==> run_1/met1.png <==
The bar under the picture is 20 microns long.
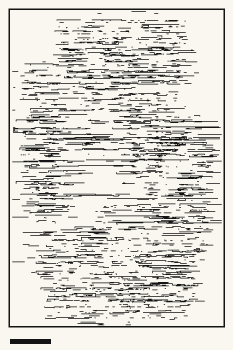
==> run_1/met2.png <==
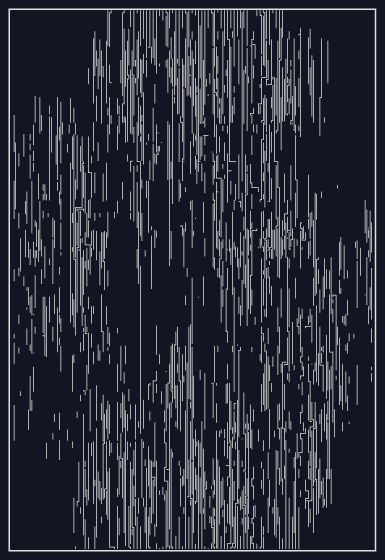
==> run_1/met3.png <==
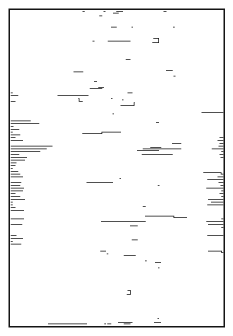
**src/rtl/bsg_sdr_link_packetizer_if.sv**
```systemverilog
// Core-message and SDR-link flit bundle for the link packetizer.
// slave = packetizer side, master = core/pearl side driving messages and credits.
interface bsg_sdr_link_packetizer_if #(
    parameter int msg_width_p  = 128,
    parameter int flit_width_p = 32
);
    localparam int max_flits_lp = (msg_width_p + flit_width_p - 1) / flit_width_p;
    localparam int len_width_lp = (max_flits_lp <= 1) ? 1 : $clog2(max_flits_lp);

    logic [msg_width_p-1:0]  msg_data;
    logic [len_width_lp-1:0] msg_len;
    logic                    msg_v;
    logic                    msg_ready_and;
    logic [flit_width_p-1:0] link_data;
    logic                    link_v;
    logic                    link_credit;
    logic                    error;

    modport slave (
        input  msg_data, msg_len, msg_v, link_credit,
        output msg_ready_and, link_data, link_v, error
    );

    modport master (
        output msg_data, msg_len, msg_v, link_credit,
        input  msg_ready_and, link_data, link_v, error
    );
endinterface

```
**src/rtl/bsg_sdr_link_packetizer.sv**
```systemverilog
// Splits one wide core message into a length header flit plus len+1 payload flits for the SDR link.
// Latency: header on link_v one cycle after accept, then one flit per cycle while credits last.
// Backpressure: local credit counter mirrors the pearl input FIFO; at zero credits the flit is held stable.
module bsg_sdr_link_packetizer #(
    parameter int msg_width_p  = 128,
    parameter int flit_width_p = 32,
    parameter int credits_p    = 3
) (
    input  logic                          core_clk_i,
    input  logic                          core_reset_n_i,
    bsg_sdr_link_packetizer_if.slave      link
);
    localparam int max_flits_lp = (msg_width_p + flit_width_p - 1) / flit_width_p;
    localparam int len_width_lp = (max_flits_lp <= 1) ? 1 : $clog2(max_flits_lp);
    localparam int cnt_width_lp = ((credits_p + 1) <= 1) ? 1 : $clog2(credits_p + 1);
    localparam int pad_width_lp = max_flits_lp * flit_width_p;

    localparam logic [len_width_lp-1:0] len_max_lp     = len_width_lp'(max_flits_lp - 1);
    localparam logic [len_width_lp:0]   len_max_ext_lp = (len_width_lp + 1)'(max_flits_lp - 1);
    localparam logic [cnt_width_lp-1:0] cnt_full_lp    = cnt_width_lp'(credits_p);

    typedef enum logic [1:0] {
        IDLE = 2'd0,
        HDR  = 2'd1,
        BODY = 2'd2
    } state_e;

    typedef struct packed {
        logic [flit_width_p-len_width_lp-1:0] rsvd;
        logic [len_width_lp-1:0]              len;
    } hdr_t;

    state_e                                     state_q, state_n;
    logic [cnt_width_lp-1:0]                    cnt_q;
    logic [len_width_lp-1:0]                    idx_q, idx_n;
    logic [len_width_lp-1:0]                    len_q;
    logic [max_flits_lp-1:0][flit_width_p-1:0]  msg_q;
    logic                                       error_q;

    logic                    credit_ok;
    logic                    send;
    logic                    last;
    logic                    accept;
    logic                    len_ovf;
    logic [len_width_lp-1:0] len_in;
    logic [pad_width_lp-1:0] msg_pad;
    logic                    credit_ovf;
    hdr_t                    hdr;

    assign credit_ok = (cnt_q != '0);
    assign send      = (state_q != IDLE) && credit_ok;
    assign last      = (idx_q == len_q);

    // Ready only from registered state: IDLE, or the final payload flit leaving this cycle.
    assign link.msg_ready_and = (state_q == IDLE) || ((state_q == BODY) && last && credit_ok);
    assign accept             = link.msg_v && link.msg_ready_and;

    assign len_ovf = {1'b0, link.msg_len} > len_max_ext_lp;
    assign len_in  = len_ovf ? len_max_lp : link.msg_len;
    assign msg_pad = pad_width_lp'(link.msg_data);

    assign credit_ovf = link.link_credit && !send && (cnt_q == cnt_full_lp);

    always_ff @(posedge core_clk_i or negedge core_reset_n_i) begin
        if (!core_reset_n_i) begin
            state_q <= IDLE;
            idx_q   <= '0;
        end else begin
            state_q <= state_n;
            idx_q   <= idx_n;
        end
    end

    always_comb begin
        state_n = state_q;
        idx_n   = idx_q;
        unique case (state_q)
            IDLE: begin
                if (accept) state_n = HDR;
            end
            HDR: begin
                if (send) begin
                    state_n = BODY;
                    idx_n   = '0;
                end
            end
            BODY: begin
                if (send) begin
                    if (last) begin
                        state_n = accept ? HDR : IDLE;
                        idx_n   = '0;
                    end else begin
                        idx_n = idx_q + len_width_lp'(1);
                    end
                end
            end
            default: begin
                state_n = IDLE;
                idx_n   = '0;
            end
        endcase
    end

    always_ff @(posedge core_clk_i or negedge core_reset_n_i) begin
        if (!core_reset_n_i) begin
            msg_q <= '0;
            len_q <= '0;
        end else if (accept) begin
            msg_q <= msg_pad;
            len_q <= len_in;
        end
    end

    // A send and a returned credit in the same cycle cancel out.
    always_ff @(posedge core_clk_i or negedge core_reset_n_i) begin
        if (!core_reset_n_i) begin
            cnt_q <= cnt_full_lp;
        end else if (send && !link.link_credit) begin
            cnt_q <= cnt_q - cnt_width_lp'(1);
        end else if (link.link_credit && !send && (cnt_q != cnt_full_lp)) begin
            cnt_q <= cnt_q + cnt_width_lp'(1);
        end
    end

    always_ff @(posedge core_clk_i or negedge core_reset_n_i) begin
        if (!core_reset_n_i) begin
            error_q <= 1'b0;
        end else if (credit_ovf || (accept && len_ovf)) begin
            error_q <= 1'b1;
        end
    end

    always_comb begin
        hdr            = '0;
        hdr.len        = len_q;
        link.link_data = '0;
        unique case (state_q)
            HDR:     link.link_data = hdr;
            BODY:    link.link_data = msg_q[idx_q];
            default: link.link_data = '0;
        endcase
    end

    assign link.link_v = send;
    assign link.error  = error_q;

endmodule

```
**src/flat_wrapper.sv**
```systemverilog
// flat-port wrapper written by rule: the top's interface ports become plain ports
module bsg_sdr_link_packetizer_flat 
#(
    parameter int msg_width_p  = 128,
    parameter int flit_width_p = 32,
    parameter int credits_p    = 3
)
  (core_clk_i, core_reset_n_i, link_msg_data, link_msg_len, link_msg_v, link_link_credit, link_msg_ready_and, link_link_data, link_link_v, link_error);
  bsg_sdr_link_packetizer_if #(.msg_width_p(msg_width_p), .flit_width_p(flit_width_p)) link_i ();
  input  logic core_clk_i;
  input  logic core_reset_n_i;
  input wire logic [$bits(link_i.msg_data)-1:0] link_msg_data;
  input wire logic [$bits(link_i.msg_len)-1:0] link_msg_len;
  input wire logic [$bits(link_i.msg_v)-1:0] link_msg_v;
  input wire logic [$bits(link_i.link_credit)-1:0] link_link_credit;
  output wire logic [$bits(link_i.msg_ready_and)-1:0] link_msg_ready_and;
  output wire logic [$bits(link_i.link_data)-1:0] link_link_data;
  output wire logic [$bits(link_i.link_v)-1:0] link_link_v;
  output wire logic [$bits(link_i.error)-1:0] link_error;
  assign link_i.msg_data = link_msg_data;
  assign link_i.msg_len = link_msg_len;
  assign link_i.msg_v = link_msg_v;
  assign link_i.link_credit = link_link_credit;
  assign link_msg_ready_and = link_i.msg_ready_and;
  assign link_link_data = link_i.link_data;
  assign link_link_v = link_i.link_v;
  assign link_error = link_i.error;
  bsg_sdr_link_packetizer #(.msg_width_p(msg_width_p), .flit_width_p(flit_width_p), .credits_p(credits_p)) u_core (.core_clk_i(core_clk_i), .core_reset_n_i(core_reset_n_i), .link(link_i));
endmodule
```
**config.mk**
```make
export PLATFORM = sky130hd
export DESIGN_NAME = bsg_sdr_link_packetizer_flat
export DESIGN_NICKNAME = d
export VERILOG_FILES = /design/src/rtl/bsg_sdr_link_packetizer_if.sv /design/src/rtl/bsg_sdr_link_packetizer.sv /design/src/flat_wrapper.sv
export SDC_FILE = /design/constraint.sdc
export NUM_CORES = 1
export LEC_CHECK = 0
export CORE_ASPECT_RATIO = 1.5
export CORE_MARGIN = 2
export CORE_UTILIZATION = 45
export CTS_BUF_LIST = sky130_fd_sc_hd__clkbuf_8
export CTS_CLUSTER_SIZE = 20
export DETAILED_ROUTE_END_ITERATION = 7
export PLACE_DENSITY = 0.84
export SLEW_MARGIN = 5
export SYNTH_ARGS = -nofsm -noshare
export SYNTH_HDL_FRONTEND = slang
export SYNTH_SLANG_ARGS = --single-unit
export TNS_END_PERCENT = 1
```
**constraint.sdc**
```tcl
create_clock -name core_clk_i -period 2.15 [get_ports core_clk_i]
set_input_delay 0.43 -clock core_clk_i [delete_from_list [all_inputs] [get_ports core_clk_i]]
set_output_delay 0.43 -clock core_clk_i [all_outputs]
set_load 0.01 [all_outputs]
```
==> results_slide.txt, run 1 <==
Physical Implementation Snapshot

Finish
  – Number of logic gates: 232
  – Fraction of area in multi-input gates: 0.340
  – Relative area change from synthesis to final layout: 40.6%
  – Fraction of area in registers: 0.364
  – Data-path buffer share of cell area in the final layout: 0.219
  – Register Area: 0.00343 sq mm
  – Final Instance Area: 0.00943 sq mm
  – Non-Clock Buffer Count: 197
  – Combinational Area: 0.00320 sq mm
  – Cell type taking the most area: sequential cells
  – Post-route non-filler standard cell count: 798
  – Proportion of layout cells with a drive suffix above 1: 0.482
  – Count of filler cells inserted in the layout: 1068
  – Area fraction of clock buffers and clock inverters: 0.0494
  – Count of sequential standard cells: 137

Synthesis
  – Commonest register cell after synthesis: sky130_fd_sc_hd__dfrtp_1
  – Complex-gate fraction of the synthesized area: 0.0192
  – Simple-gate portion of the synthesized area: 0.0394
  – Number of synthesized register bits: 137
  – Proportion of synthesized chip area in sequential cells: 0.512
  – Synthesized area: 0.00671 sq mm
  – Max-area cell share: 0.504
  – Count of different cell masters after synthesis: 35
  – Ys cells: 402
  – Largest non-sequential cell family by area: multiplexers
  – Post-synth top cells: sky130_fd_sc_hd__dfrtp_1 (135), sky130_fd_sc_hd__mux2_4 (100), sky130_fd_sc_hd__mux4_2 (32)
  – Synthesis warning total: 0
  – Syn_area_per_cell: 16.7 sq um
  – Chip area estimate from yosys synthesis: 0.00671 sq mm
  – Xor and xnor area share after synthesis: 0.00392
  – Ys async rst share: 1.00
  – Cells after synthesis: 402
  – Cell with the most instances after synthesis: sky130_fd_sc_hd__dfrtp_1

Status
  – Status: finished with violations
  – Failing checks: setup timing

Job
  – Number of maximum-capacitance violations: 0

Timing
  – Time the final worst path needs with I/O delays and setup: 2.39 ns
  – Worst rel slew slack: 0.620
  – Setup repair after global routing missed its margin: true
  – Worst path setup slack after routing: -0.243 ns
  – Worst Tran Pin Value: 0.570 ns
  – Count of endpoints failing setup in the final report: 69

Floorplan
  – Initial standard-cell utilization of the core: 0.459
  – Placeable core region: 0.0146 sq mm
  – Die outline width: 104 microns
  – Chip area: 0.0159 sq mm
  – Top Ports: 169

Worst setup path
  – Worst-path cell with the longest stage delay: sky130_fd_sc_hd__mux4_2
  – Sort of element at the start of the critical path: flip-flop
  – Worst Path Class, Setup: flip-flop to output port
  – Arrival time of data at the critical path endpoint: 1.96 ns
  – Crit path capture type: output port
  – Maximum fanout encountered on the critical timing path: 8

Drt
  – Drt wl/cell: 20.2 microns
  – 1st-iter DRT viols: 105
  – Residual antenna-violating net count after detailed routing: 0

Pwr
  – Relative contribution of combinational cells to total power: 0.455
  – Clock group total power: 2.45 mW
  – Part of the total power dissipated in the clock network: 0.186
  – Static leakage: 4.22 nW
  – Share of total power consumed by net switching: 0.301
  – Sequential share of power: 0.359
  – Pwr Total: 13.2 mW
  – Design internal power: 9.22 mW
  – Comb pwr: 6.00 mW
  – Switching power: 3.97 mW
  – Worst voltage drop across the vdd grid: 0.610 mV
  – Group drawing the most power: combinational cells

Clock network
  – CTS Buf Count: 17
  – Worst skew pair latency: 0.43 ns
  – Number of clock sinks seen by CTS: 137

Hold path
  – Worst min-delay path category: flip-flop to flip-flop
  – Cell depth of the worst hold path: 1

Global route
  – Pin count of the biggest net entering global routing: 60
  – Tot GR Track Use: 0.214
  – Number of antenna violations at the first check in global routing: 0
  – Total overflow reported by the global router: 0

Place
  – GP Congestion: 0.857
  – Post-Place Cell Area: 0.00875 sq mm
Notes on met1.png above:
share of all routed wire	39%
longest straight run	49.7 microns
main direction	horizontal
vias post-DR: 4242
GRT met1 Usage: 0.251
Final Routed Wirelength: 16100 microns

Notes on met2.png above:
main direction	vertical
longest straight run	47.9 microns
share of all routed wire	53%
nets with wire on the layer	671
wire length on this layer	8550 microns

Notes on met3.png above:
share of all routed wire	3.6%
nets with wire on the layer	94
wire length on this layer	583 microns
longest straight run	21.4 microns

-- run 1: registers in the layout (all words and copies together), names as in the netlist --
register           cells
u_core.idx_q           2
u_core.link.error      1
u_core.cnt_q           2
u_core.msg_q         128
u_core.state_q         2
u_core.len_q           2
-- run 1: through the flow --
step | setup TNS [ns] | hold slack, ns
floorplan | 0 | 0.134
global placement | -2.51 | 0.435
detailed placement | -2.93 | 0.442
CTS | -8.51 | 0.498
global route | -15.09 | 0.505
finish | -7.07 | 0.490
-- run 1: path summary, 6_finish.rpt --
kind | slack (ns) | start | end
setup / recovery | -0.24 | u_core.idx_q[0] | link_link_data[1]
hold / removal | 0.49 | u_core.link.error | u_core.link.error
setup reg to reg | -0.04 | u_core.idx_q[0] | u_core.msg_q[67]
hold reg to reg | 0.49 | u_core.link.error | u_core.link.error
max in group asynchronous | 0.97 | core_reset_n_i | u_core.cnt_q[0]
min in group asynchronous | 0.54 | core_reset_n_i | u_core.msg_q[85]
-- run 1: worst reg2reg max path, stage by stage, from the launching register on --
cell                      delay [ns]
sky130_fd_sc_hd__dfrtp_2        0.46
sky130_fd_sc_hd__buf_6          0.14
sky130_fd_sc_hd__buf_4          0.15
sky130_fd_sc_hd__xor2_2         0.19
sky130_fd_sc_hd__o31ai_4        0.28
sky130_fd_sc_hd__buf_4          0.18
sky130_fd_sc_hd__nand2_8        0.09
sky130_fd_sc_hd__buf_12         0.24
sky130_fd_sc_hd__mux2_4         0.35
-- run 1: timing repair --
item,in CTS,in global routing
cloned,2,0
gates resized,178,10
hold endpoints to repair,56,0
setup buffers,5,0
pin swaps,17,1
hold buffers,1,0
setup endpoints to repair,41,164
-- run 1: per-layer routing --
metal	GRT usage	part of all wire
met1	0.251	0.39
met2	0.373	0.53
met3	0.0458	0.036
met4	0.107	0.045
met5	0	0
==> run 2: changes to the inputs <==
==> constraint.sdc (replaced) <==
create_clock -name core_clk_i -period 2.15 [get_ports core_clk_i]
set_input_delay 0.645 -clock core_clk_i [delete_from_list [all_inputs] [get_ports core_clk_i]]
set_output_delay 0.645 -clock core_clk_i [all_outputs]
set_load 0.01 [all_outputs]
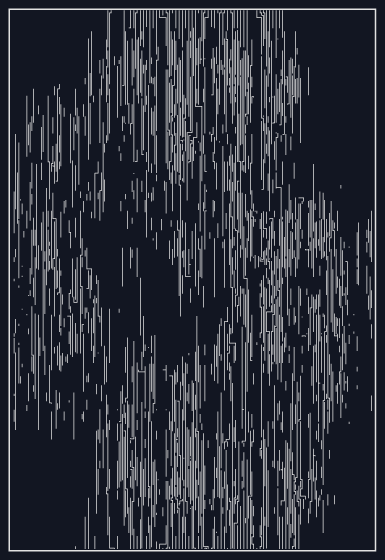
(run_2/met2.png)
share of all routed wire	54%
main direction	vertical
wire length on this layer	9210 microns
longest straight run	46.9 microns
nets with wire on the layer	695
Final Routed Wirelength: 16900 microns
Global Route met2 Usage: 0.395
vias post-DR: 4350

==> results_slide.txt, run 2 <==
Physical Implementation Snapshot

Status
  – Status: finished with violations
  – Failing checks: setup timing

Global route
  – Tot GR Track Use: 0.224
  – Pin count of the biggest net entering global routing: 52
  – Total overflow reported by the global router: 0
  – Number of antenna violations at the first check in global routing: 0

Timing
  – Worst rel slew slack: 0.712
  – Count of endpoints failing setup in the final report: 122
  – Count of pins over their slew limit: 0
  – Time the final worst path needs with I/O delays and setup: 2.58 ns
  – Worst Tran Pin Value: 0.432 ns
  – Worst path setup slack after routing: -0.426 ns
  – Final-layout worst hold slack: 0.129 ns
  – Setup repair after global routing missed its margin: true

Synthesis
  – Synthesis warning total: 0
  – Commonest register cell after synthesis: sky130_fd_sc_hd__dfrtp_1
  – Largest non-sequential cell family by area: multiplexers
  – Synthesized area: 0.00671 sq mm
  – Top cell type by total area after synthesis: sky130_fd_sc_hd__dfrtp_1
  – Proportion of synthesized chip area in sequential cells: 0.512
  – Cells after synthesis: 402
  – Ys async rst share: 1.00
  – Count of different cell masters after synthesis: 35
  – Ys cells: 402
  – Number of synthesized register bits: 137
  – Synth Area in Adders: 0.00746
  – Xor and xnor area share after synthesis: 0.00392
  – Cell with the most instances after synthesis: sky130_fd_sc_hd__dfrtp_1
  – Complex-gate fraction of the synthesized area: 0.0192
  – Syn_area_per_cell: 16.7 sq um
  – Chip area estimate from yosys synthesis: 0.00671 sq mm
  – Post-synth top cells: sky130_fd_sc_hd__dfrtp_1 (135), sky130_fd_sc_hd__mux2_4 (100), sky130_fd_sc_hd__mux4_2 (32)
  – Max-area cell share: 0.504
  – Flip-flops with a built-in enable: 0
  – Simple-gate portion of the synthesized area: 0.0394

Worst setup path
  – Worst Path Class, Setup: flip-flop to output port
  – Worst-path cell with the longest stage delay: sky130_fd_sc_hd__mux4_2
  – Sort of element at the start of the critical path: flip-flop
  – Peak per-stage delay on the critical path: 0.51 ns
  – Maximum fanout encountered on the critical timing path: 6
  – Cell class contributing the biggest share of worst-path delay: multiplexers
  – Crit path capture type: output port
  – Combined buffer and inverter count along the critical path: 3
  – Arrival time of data at the critical path endpoint: 1.93 ns

Finish
  – Number of flip-flops in the largest register: 128
  – Final Instance Area: 0.00945 sq mm
  – Proportion of layout cells with a drive suffix above 1: 0.503
  – Count of filler cells inserted in the layout: 1052
  – Relative area change from synthesis to final layout: 40.9%
  – Most used cells in the layout excluding fill and tap cells: sky130_fd_sc_hd__clkdlybuf4s50_1 (133), sky130_fd_sc_hd__dfrtp_1 (133), sky130_fd_sc_hd__mux2_4 (100), sky130_fd_sc_hd__buf_4 (36), sky130_fd_sc_hd__mux4_2 (32)
  – Most flop-heavy register: u_core.msg_q

Clock network
  – Number of clock sinks seen by CTS: 137
  – Clock tree from TritonCTS: done
  – Worst skew pair latency: 0.43 ns
  – Clock transition at the registers of the reported paths: 0.07 ns
  – CTS Buf Count: 17
  – Clock root cell: sky130_fd_sc_hd__clkbuf_8

Floorplan
  – Initial standard-cell utilization of the core: 0.459
  – Placeable core region: 0.0146 sq mm
  – Die outline width: 104 microns
  – Chip area: 0.0159 sq mm
  – Top Ports: 169

Drt
  – Drt wl/cell: 20.7 microns
  – 1st-iter DRT viols: 154
  – Residual antenna-violating net count after detailed routing: 0

Pwr
  – Worst voltage drop across the vdd grid: 0.621 mV
  – Static leakage: 4.31 nW

Job
  – Number of maximum-capacitance violations: 0
  – Tool Warnings: 31

Place
  – Post-Place Cell Area: 0.00890 sq mm
  – GP Congestion: 0.860

Hold path
  – Worst min-delay path category: primary input to async pin
## run 2: worst paths after layout
kind | start | endpoint | slack (ns) | depth (start not counted)
setup / recovery | u_core.idx_q[0] | link_link_data[1] | -0.43 | 6
hold / removal | core_reset_n_i | u_core.msg_q[120] | 0.13 | 1
setup reg to reg | u_core.idx_q[0] | u_core.msg_q[67] | -0.05 | 9
hold reg to reg | u_core.link.error | u_core.link.error | 0.48 | 1
max in group asynchronous | core_reset_n_i | u_core.msg_q[26] | 1.39 | 2
min in group core_clk_i | u_core.link.error | u_core.link.error | 0.48 | 1
## run 2: repair_timing
action                                  4_1_cts  5_1_grt
resized                                     174       12
buffers inserted                              5        0
hold buffers                                  0        0
cloned                                        2        0
pin swaps                                     9        2
endpoints found under the setup margin      164      165
## run 2: area by class of cell
class / count / area [sq um] / area share
inverter: 4 / 15.0 / 0.00159
sequential: 137 / 3430 / 0.363
tap: 196 / 245 / 0.0260
multi-input combinational: 232 / 3200 / 0.339
timing repair buffer: 220 / 2120 / 0.225
clock buffer: 18 / 248 / 0.0262
clock inverter: 13 / 178 / 0.0188
## run 2: metrics by stage
stage	setup WS (ns)	power, mW	TNS (ns)	cells
detailed placement	-0.366	10.7	-18.03	784
global placement	-0.324	10.4	-11.37	784
finish	-0.426	13.3	-14.60	820
global route	-0.536	14.0	-26.78	820
CTS	-0.478	13.3	-34.51	821
floorplan	0.00572	8.62	0	402
## run 2: per-layer routing
metal	vias to the layer above	global-route usage	routed length, microns
met3	35	0.0598	711
met4	0	0.0940	587
met5	-	0	0
li1	1911	-	-
met2	152	0.395	9210
met1	2252	0.257	6430
## run 2: report_power, final
part           leakage, nW  internal (mW)  switching, mW
Combinational         2.49           4.06           2.26
Sequential            1.61           3.92          0.813
Clock                0.214           1.28          0.983
Total                 4.31           9.27           4.05
==> run 3: changes to the inputs <==
Settings changed: GPL_ROUTABILITY_DRIVEN set to 0, SLEW_MARGIN 5 to not set.
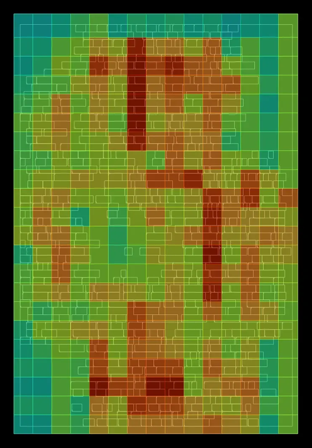
(run_3/final_congestion.png)
Tot GR Track Use: 0.224
met3 Track Usage GR: 0.0598
GRT met1 Usage: 0.257
drt wl/cell: 20.7 microns
core occupancy in the finished layout: 0.647

==> results_slide.txt, run 3 <==
Physical Implementation Snapshot

Finish
  – Register Area: 0.00343 sq mm
  – Proportion of layout cells with a drive suffix above 1: 0.503
  – Number of flip-flops in the largest register: 128
  – Final Instance Area: 0.00945 sq mm
  – Relative area change from synthesis to final layout: 40.9%
  – Post-route non-filler standard cell count: 820
  – Combinational Area: 0.00320 sq mm

Clock network
  – CTS Buf Count: 17
  – Clock tree from TritonCTS: done

Global route
  – Total overflow reported by the global router: 0
  – Number of antenna violations at the first check in global routing: 0
  – Grt peak-use layer: met2

Timing
  – Setup repair after global routing missed its margin: true
  – Count of endpoints failing setup in the final report: 122
  – Count of pins over their slew limit: 0
  – Worst rel slew slack: 0.712
  – Time the final worst path needs with I/O delays and setup: 2.58 ns
  – Final-layout worst hold slack: 0.129 ns
  – Worst path setup slack after routing: -0.426 ns

Synthesis
  – Ys async rst share: 1.00
  – Count of different cell masters after synthesis: 35
  – Synthesized area: 0.00671 sq mm
  – Cells after synthesis: 402
  – Synthesis warning total: 0
  – Top cell type by total area after synthesis: sky130_fd_sc_hd__dfrtp_1
  – Cell with the most instances after synthesis: sky130_fd_sc_hd__dfrtp_1
  – Number of synthesized register bits: 137
  – Max-area cell share: 0.504
  – Post-synth top cells: sky130_fd_sc_hd__dfrtp_1 (135), sky130_fd_sc_hd__mux2_4 (100), sky130_fd_sc_hd__mux4_2 (32)

Status
  – Status: finished with violations
  – Failing checks: setup timing

Pwr
  – Clock group total power: 2.26 mW
  – Static leakage: 4.31 nW
  – Comb pwr: 6.32 mW
  – Sequential-cell power consumption: 4.74 mW
  – Design internal power: 9.27 mW
  – Part of the total power dissipated in the clock network: 0.170
  – Worst voltage drop across the vdd grid: 0.621 mV

Floorplan
  – Initial standard-cell utilization of the core: 0.459
  – Die outline width: 104 microns
  – Placeable core region: 0.0146 sq mm
  – Top Ports: 169

Worst setup path
  – Worst reg-to-reg path cell count: 9
  – Peak per-stage delay on the critical path: 0.51 ns
  – Worst Path Class, Setup: flip-flop to output port
  – Combined buffer and inverter count along the critical path: 3
  – Maximum fanout encountered on the critical timing path: 6
  – Sort of element at the start of the critical path: flip-flop
  – Cell class contributing the biggest share of worst-path delay: multiplexers
  – Start of the worst register-to-register path: u_core.idx_q[0]
  – Worst r2r dst: u_core.msg_q[67]
  – Arrival time of data at the critical path endpoint: 1.93 ns

Drt
  – Met3 routed WL: 711 microns

Hold path
  – Worst min-delay path category: primary input to async pin

Job
  – Tool Warnings: 31
  – Number of maximum-capacitance violations: 0

Place
  – Post-Place Cell Area: 0.00890 sq mm
  – Placed cell count: 784
run 3: cell counts after synthesis:
Identical to the previous run, type by type.
run 3: worst register-to-register path, delay by kind of cell, from the launching register on:
family / cells / cell delay (ns)
AND-OR/OR-AND: 1 / 0.21
flip-flops: 1 / 0.42
multiplexers: 1 / 0.34
buffers and inverters: 5 / 0.85
XOR/XNOR: 1 / 0.19
AND/OR/NAND/NOR: 1 / 0.09
run 3: final cells by class:
cell class	count	share of cell area
well taps	196	0.0260
flip-flops and latches	137	0.363
multi-input cells	232	0.339
clock inverters	13	0.0188
inverters	4	0.00159
repair buffers	220	0.225
clock buffers	18	0.0262
run 3: kinds of logic after synthesis:
family,after synthesis,synth area share
multiplexers,164,0.385
AND/OR/NAND/NOR,43,0.0394
buffers and inverters,33,0.0334
adder cells (fa/ha/maj),4,0.00746
AND-OR/OR-AND,18,0.0192
XOR/XNOR,3,0.00392
flip-flops,137,0.512
run 3: how the worst max path moves through the flow:
stage                          startpoint                 end  slack (ns)  cells after the start
after floorplan           u_core.idx_q[0]  link_link_data[10]       0.006                      4
after global placement    u_core.idx_q[0]   link_link_data[1]       -0.32                      5
after detailed placement  u_core.idx_q[0]   link_link_data[1]       -0.37                      5
after CTS                 u_core.idx_q[0]   link_link_data[7]       -0.48                      6
after global routing      u_core.idx_q[0]   link_link_data[1]       -0.54                      6
final                     u_core.idx_q[0]   link_link_data[1]       -0.43                      6
run 3: through the flow:
step                      worst slack, ns  TNS, ns
after global placement             -0.324   -11.37
after floorplan                   0.00572        0
after global routing               -0.536   -26.78
after detailed placement           -0.366   -18.03
after CTS                          -0.478   -34.51
final                              -0.426   -14.60
run 3: repair_timing:
action / CTS / global route
endpoints found under the setup margin: 164 / 165
pin swaps: 9 / 2
gates resized: 174 / 12
setup buffers: 5 / 0
cloned: 2 / 0
Power is estimated from default activity; no workload was simulated.
